--- src/rtl/writeback_seq_pkg.sv ---
// Shared definitions for the writeback sequencer: write-data source codes,
// sequencer state encodings and source classification.
package writeback_seq_pkg;

    // Write-data mux source codes; 3'b111 is undefined at the mux.
    localparam logic [2:0] WB_SRC_ALUOUT     = 3'b000;
    localparam logic [2:0] WB_SRC_LSC        = 3'b001;
    localparam logic [2:0] WB_SRC_MDR        = 3'b010;
    localparam logic [2:0] WB_SRC_HI         = 3'b011;
    localparam logic [2:0] WB_SRC_LO         = 3'b100;
    localparam logic [2:0] WB_SRC_CONST      = 3'b101;
    localparam logic [2:0] WB_SRC_ALUOUT_REG = 3'b110;
    localparam logic [2:0] WB_SRC_ILLEGAL    = 3'b111;

    typedef enum logic [1:0] {
        ST_IDLE     = 2'b00,
        ST_WAIT_MEM = 2'b01,
        ST_WAIT_MD  = 2'b10,
        ST_WRITE    = 2'b11
    } wb_state_e;

    // How long a source needs before its data can be written.
    typedef enum logic [1:0] {
        CLS_DIRECT  = 2'b00,
        CLS_MEM     = 2'b01,
        CLS_MD      = 2'b10,
        CLS_ILLEGAL = 2'b11
    } wb_src_class_e;

    function automatic wb_src_class_e src_class(input logic [2:0] src);
        wb_src_class_e cls;
        case (src)
            WB_SRC_ALUOUT, WB_SRC_CONST, WB_SRC_ALUOUT_REG: cls = CLS_DIRECT;
            WB_SRC_LSC, WB_SRC_MDR:                         cls = CLS_MEM;
            WB_SRC_HI, WB_SRC_LO:                           cls = CLS_MD;
            default:                                        cls = CLS_ILLEGAL;
        endcase
        return cls;
    endfunction

endpackage

--- src/rtl/wb_down_counter.sv ---
// Loadable down-counter that stops at zero; used for memory latency and
// mult/div timeout waits.
module wb_down_counter #(
    parameter int WIDTH = 7
) (
    input  logic             clk,
    input  logic             reset,
    input  logic             load,
    input  logic             enable,
    input  logic [WIDTH-1:0] load_val,
    output logic [WIDTH-1:0] value,
    output logic             zero
);

    logic [WIDTH-1:0] count_q;

    // Load has priority; decrement saturates at zero so the count never wraps.
    always_ff @(posedge clk) begin
        if (reset) begin
            count_q <= '0;
        end else if (load) begin
            count_q <= load_val;
        end else if (enable && (count_q != '0)) begin
            count_q <= count_q - WIDTH'(1);
        end
    end

    assign value = count_q;
    assign zero  = (count_q == '0);

endmodule

--- src/rtl/writeback_seq.sv ---
// Register-file writeback sequencer: accepts one request, waits for the
// source data to be valid, then presents a stable mux selector and pulses
// reg_write for a single cycle.
//
// state       | meaning
// ST_IDLE     | ready for a request; selector and address parked at 0
// ST_WAIT_MEM | load data in flight, counting down memory latency
// ST_WAIT_MD  | waiting for mult/div result, counting down the timeout
// ST_WRITE    | single write cycle (write suppressed for $0)
module writeback_seq
    import writeback_seq_pkg::*;
#(
    parameter int MEM_LAT    = 2,
    parameter int MD_TIMEOUT = 40
) (
    input  logic       clk,
    input  logic       reset,
    input  logic       wb_req,
    input  logic [2:0] wb_src,
    input  logic [4:0] wb_dst,
    input  logic       md_done,
    input  logic       flush,
    output logic       wb_ack,
    output logic       busy,
    output logic [2:0] wd_sel,
    output logic [4:0] wr_addr,
    output logic       reg_write,
    output logic       wb_done,
    output logic       wb_err
);

    localparam int CNT_MAX = (MEM_LAT > MD_TIMEOUT) ? MEM_LAT : MD_TIMEOUT;
    localparam int CNT_W   = $clog2(CNT_MAX) + 1;

    wb_state_e     state_q;
    logic [2:0]    wd_sel_q;
    logic [4:0]    wr_addr_q;
    logic          reg_write_q;
    logic          wb_done_q;
    logic          wb_err_q;
    logic          busy_q;

    logic          accept;
    wb_src_class_e req_cls;
    logic          cnt_load;
    logic          cnt_en;
    logic [CNT_W-1:0] cnt_load_val;
    logic [CNT_W-1:0] cnt_value;
    logic          cnt_zero;
    logic          unused_cnt_value;

    // Accept decode and counter control; flush blocks acceptance.
    always_comb begin
        req_cls      = src_class(wb_src);
        accept       = (state_q == ST_IDLE) && wb_req && !flush;
        cnt_load     = accept && ((req_cls == CLS_MEM) || (req_cls == CLS_MD));
        cnt_load_val = (req_cls == CLS_MEM) ? CNT_W'(MEM_LAT - 1) : CNT_W'(MD_TIMEOUT - 1);
        cnt_en       = (state_q == ST_WAIT_MEM) || (state_q == ST_WAIT_MD);
    end

    wb_down_counter #(
        .WIDTH (CNT_W)
    ) u_cnt (
        .clk      (clk),
        .reset    (reset),
        .load     (cnt_load),
        .enable   (cnt_en),
        .load_val (cnt_load_val),
        .value    (cnt_value),
        .zero     (cnt_zero)
    );

    // The full count is only observed through the zero flag.
    assign unused_cnt_value = ^cnt_value;

    // Sequencer FSM with registered outputs; pulses default low each cycle.
    always_ff @(posedge clk) begin
        if (reset) begin
            state_q     <= ST_IDLE;
            wd_sel_q    <= WB_SRC_ALUOUT;
            wr_addr_q   <= '0;
            reg_write_q <= 1'b0;
            wb_done_q   <= 1'b0;
            wb_err_q    <= 1'b0;
            busy_q      <= 1'b0;
        end else begin
            reg_write_q <= 1'b0;
            wb_done_q   <= 1'b0;
            wb_err_q    <= 1'b0;
            case (state_q)
                ST_IDLE: begin
                    wd_sel_q  <= WB_SRC_ALUOUT;
                    wr_addr_q <= '0;
                    busy_q    <= 1'b0;
                    if (accept) begin
                        case (req_cls)
                            CLS_DIRECT: begin
                                state_q     <= ST_WRITE;
                                busy_q      <= 1'b1;
                                wd_sel_q    <= wb_src;
                                wr_addr_q   <= wb_dst;
                                reg_write_q <= (wb_dst != '0);
                                wb_done_q   <= 1'b1;
                            end
                            CLS_MEM: begin
                                state_q   <= ST_WAIT_MEM;
                                busy_q    <= 1'b1;
                                wd_sel_q  <= wb_src;
                                wr_addr_q <= wb_dst;
                            end
                            CLS_MD: begin
                                state_q   <= ST_WAIT_MD;
                                busy_q    <= 1'b1;
                                wd_sel_q  <= wb_src;
                                wr_addr_q <= wb_dst;
                            end
                            default: begin
                                // Illegal selector is never latched onto the mux.
                                wb_err_q <= 1'b1;
                            end
                        endcase
                    end
                end
                ST_WAIT_MEM: begin
                    if (flush) begin
                        state_q   <= ST_IDLE;
                        busy_q    <= 1'b0;
                        wd_sel_q  <= WB_SRC_ALUOUT;
                        wr_addr_q <= '0;
                    end else if (cnt_zero) begin
                        state_q     <= ST_WRITE;
                        reg_write_q <= (wr_addr_q != '0);
                        wb_done_q   <= 1'b1;
                    end
                end
                ST_WAIT_MD: begin
                    if (flush) begin
                        state_q   <= ST_IDLE;
                        busy_q    <= 1'b0;
                        wd_sel_q  <= WB_SRC_ALUOUT;
                        wr_addr_q <= '0;
                    end else if (md_done) begin
                        // md_done beats a timeout expiring in the same cycle.
                        state_q     <= ST_WRITE;
                        reg_write_q <= (wr_addr_q != '0);
                        wb_done_q   <= 1'b1;
                    end else if (cnt_zero) begin
                        state_q   <= ST_IDLE;
                        busy_q    <= 1'b0;
                        wd_sel_q  <= WB_SRC_ALUOUT;
                        wr_addr_q <= '0;
                        wb_err_q  <= 1'b1;
                    end
                end
                ST_WRITE: begin
                    state_q   <= ST_IDLE;
                    busy_q    <= 1'b0;
                    wd_sel_q  <= WB_SRC_ALUOUT;
                    wr_addr_q <= '0;
                end
                default: begin
                    state_q <= ST_IDLE;
                    busy_q  <= 1'b0;
                end
            endcase
        end
    end

    assign wb_ack    = accept && !reset;
    assign busy      = busy_q;
    assign wd_sel    = wd_sel_q;
    assign wr_addr   = wr_addr_q;
    assign reg_write = reg_write_q;
    assign wb_done   = wb_done_q;
    assign wb_err    = wb_err_q;

endmodule

--- config.mk ---
export PLATFORM = sky130hd
export DESIGN_NAME = writeback_seq
export DESIGN_NICKNAME = d
export VERILOG_FILES = /design/src/rtl/writeback_seq_pkg.sv /design/src/rtl/wb_down_counter.sv /design/src/rtl/writeback_seq.sv
export SDC_FILE = /design/constraint.sdc
export NUM_CORES = 1
export LEC_CHECK = 0
export CAP_MARGIN = 20
export CELL_PAD_IN_SITES_DETAIL_PLACEMENT = 0
export CELL_PAD_IN_SITES_GLOBAL_PLACEMENT = 2
export CORE_ASPECT_RATIO = 0.75
export CORE_MARGIN = 10
export CORE_UTILIZATION = 30
export DETAILED_ROUTE_END_ITERATION = 16
export PLACE_DENSITY_LB_ADDON = 0.1
export SYNTH_ARGS = -nofsm -noshare
export SYNTH_HDL_FRONTEND = slang
export SYNTH_HIERARCHICAL = 1
export SYNTH_SLANG_ARGS = --single-unit
export TNS_END_PERCENT = 20
--- constraint.sdc ---
create_clock -name clk -period 2.7 [get_ports clk]
set_input_delay 0.54 -clock clk [delete_from_list [all_inputs] [get_ports clk]]
set_output_delay 0.54 -clock clk [all_outputs]
set_load 0.005 [all_outputs]
==> results.txt <==
ys async rst share: 0%
RR Endpoint: wr_addr[0]$_SDFFE_PP0P_
VDD IR-drop max: 267.7 uV
CP max stage cell: clkdlybuf4s50_1
CP Launch Point: wb_src[0]
CP Cell Sequence: clkdlybuf4s50_1 -> xor2_1 -> and2_1 -> inv_1 -> ha_1 -> nand2_1 -> a21boi_0 -> nor4_1 -> buf_4 -> o21ai_1 -> a211oi_1
status: finished clean
post-CTS resize count: 0
total die size: 7224 um2
grt ovf: 0
largest net degree at the start of global routing: 14
Seq cells post-synth: 21
M2 GR Usage: 12.67%
Setup crit end kind: flop
Hold Violations, Final: 0
Largest delay share family, worst path: buffers and inverters
Dominant cell area share: 33.33%
Die Height: 76.15 um
Initial DRT Pass Iterations: 4
TritonCTS Buffers: 3
Dominant flop cell: dfxtp_1
HP Class: flop to flop
H-Tree Depth: 1
# setup viols final: 0
Clock Pin Slew Worst Setup and Hold Paths: 0.08 ns
Synth Instances: 137
YS chip area: 1261 um2
diodes inserted: 0
NonClk Buf Share: 22.03%
combinational gates: 102
Hold Crit Start: busy$_SDFFE_PP0P_
Top cells excl fill/tap: clkdlybuf4s50_1 (25), dfxtp_1 (21), buf_4 (18)
wire length on met3: 111 um
leakage power: 0.7096 nW
Reg area: 420.4 um2
fmax: 385.3 MHz
PD cells: 697.4 nW/um2
fp_density: 31.11%
R2R cell count: 9
all-layer global routing usage: 8.978%
CP startpoint kind: input pin
Crit Path Class: input pin to flop
slew margin rel.: 57.44%
yosys cell count: 137
Final Max-Slew Violation Tally: 0
met3 usage: 1.280%
Worst-Margin Slew: 0.6349 ns
initial DRC count: 41
top cells by area: dfxtp_1 (33%), ha_1 (8.9%), a22o_1 (5.6%), inv_1 (3.9%), nor2_1 (3.0%)
Placed Cells: 234
Die W: 94.87 um
top layer reached by signal wires: met4
hold buffer count at cts: 0
Netlist Area Pre-Place: 1261 um2
# IOs: 26
Mapped Avg Cell Area: 9.206 um2
Clk Latency, worst-skew pair: 0.26 ns
Detail Route Antenna Nets: 0
clock network area share: 2.647%
top-count cell post-synth: dfxtp_1
WL final: 3.227 mm
Buffers excl. clock: 43
crit path buf inv count: 3
Max stage delay on crit path: 0.60 ns
vias in the first global route: 1,115
MaxCap Viol Count: 0
post-DP HPWL: 2.652 mm
Post-synth EDFFs: 0
initial antenna violation count: 0
TritonCTS clock tree: yes
CP Data Arrival Time: 2.78 ns
final non-filler cell total: 238
[worst register-to-register path, stage by stage (launching register included)]
cell      delay (ns)
dfxtp_1         0.34
inv_1           0.06
ha_1            0.18
nor4b_4         0.33
and2_1          0.28
nand2b_1        0.08
a21oi_1         0.29
o21ai_1         0.15
nor2_4          0.23
a22o_1          0.17
[worst min-delay path by stage]
| stage | to | slack [ns] | depth (start not counted) |
|---|---|---|---|
| 3_5_place_dp | busy$_SDFFE_PP0P_ | 0.44 | 1 |
| 4_1_cts | busy$_SDFFE_PP0P_ | 0.46 | 1 |
| 2_1_floorplan | busy$_SDFFE_PP0P_ | 0.45 | 1 |
| 5_1_grt | busy$_SDFFE_PP0P_ | 0.49 | 1 |
| 3_3_place_gp | busy$_SDFFE_PP0P_ | 0.43 | 1 |
| 6_report | busy$_SDFFE_PP0P_ | 0.45 | 1 |
[sequential cells by signal, summed over array words and instances, names as in the netlist]
name and count:
wb_done 1, reg_write 1, state_q 2, u_cnt/value 7
wd_sel 3, wr_addr 5, busy 1, wb_err 1
[logic make-up after synthesis]
logic type      after synthesis  synth area share, %
fa+ha+maj                    10                9.822
flops                        21                33.33
compound gates               42                26.09
simple gates                 43                22.52
buf+inv                      16                5.456
xor+xnor                      2                1.389
other cells                   2               0.5955
mux                           1               0.7937
[report_power, final]
part	leakage [nW]	internal [mW]	total [mW]	switching (mW)
registers	0.171	0.367	0.423	0.0561
logic	0.513	0.294	0.588	0.294
clock network	0.0255	0.103	0.209	0.106
[stage by stage]
step                      util (%)  area (um2)  setup slack [ns]  hold slack (ns)
after floorplan                  -        1269            0.3654           0.4511
after global placement       42.01        1703          -0.04155           0.4339
after detailed placement     42.01        1703           -0.1242           0.4402
after CTS                    43.15        1749            0.1575           0.4594
after global routing         43.15        1749           0.02354           0.4931
final                        43.15        1749            0.1043           0.4519
Figure 1. Wiring heat map.
Drawn at 4 px/um. 19 x 15 tiles, from dark purple (low) to yellow (high), scaled to the fullest tile. Values are wire area over tile area, all layers added.
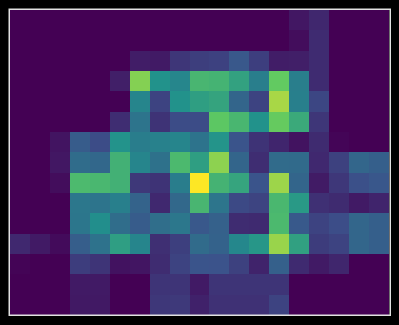
38% of the tiles are nearly empty. The emptiest ninth of the die: upper left. The fullest tile reaches 0.36. 13% of the tiles are over half the peak. The mean over all tiles is 0.069. The densest ninth of the die: centre.

Figure 2. Layout detail.
Region (22, 26) to (72, 76) um. Cells in grey, sequential cells in the stronger grey; small squares are vias.
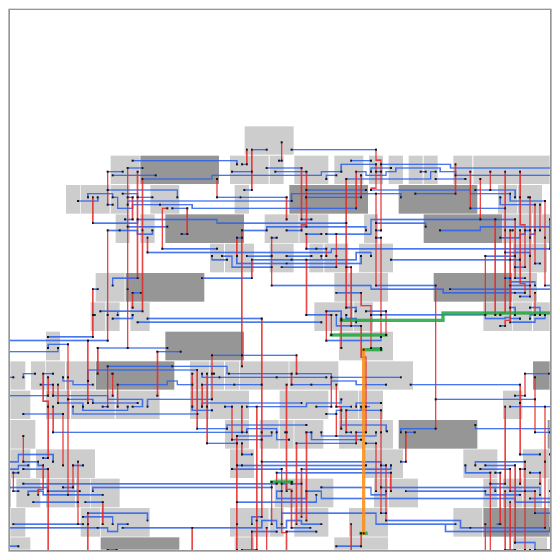
Key: met3 = green; met2 = red; met1 = blue; met4 = orange
Most frequent: dfxtp_1 (11), inv_1 (9), nor2_1 (9). Netlist names of flops here include u_cnt/value (7), state_q (2). 106 logic cells have their middle in the window. Sequential cells in the window: 11.

Figure 3. Cell outlines without signal wires.
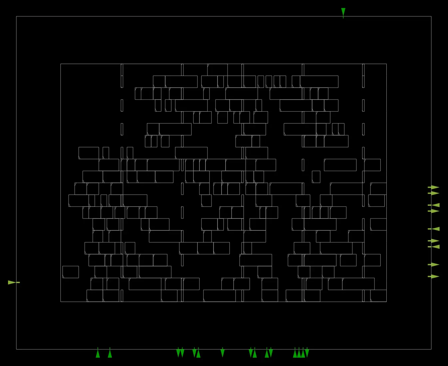
Tap Count: 55
sequential cell count: 21
FILL cells: 421

Power is estimated from default activity; no workload was simulated.
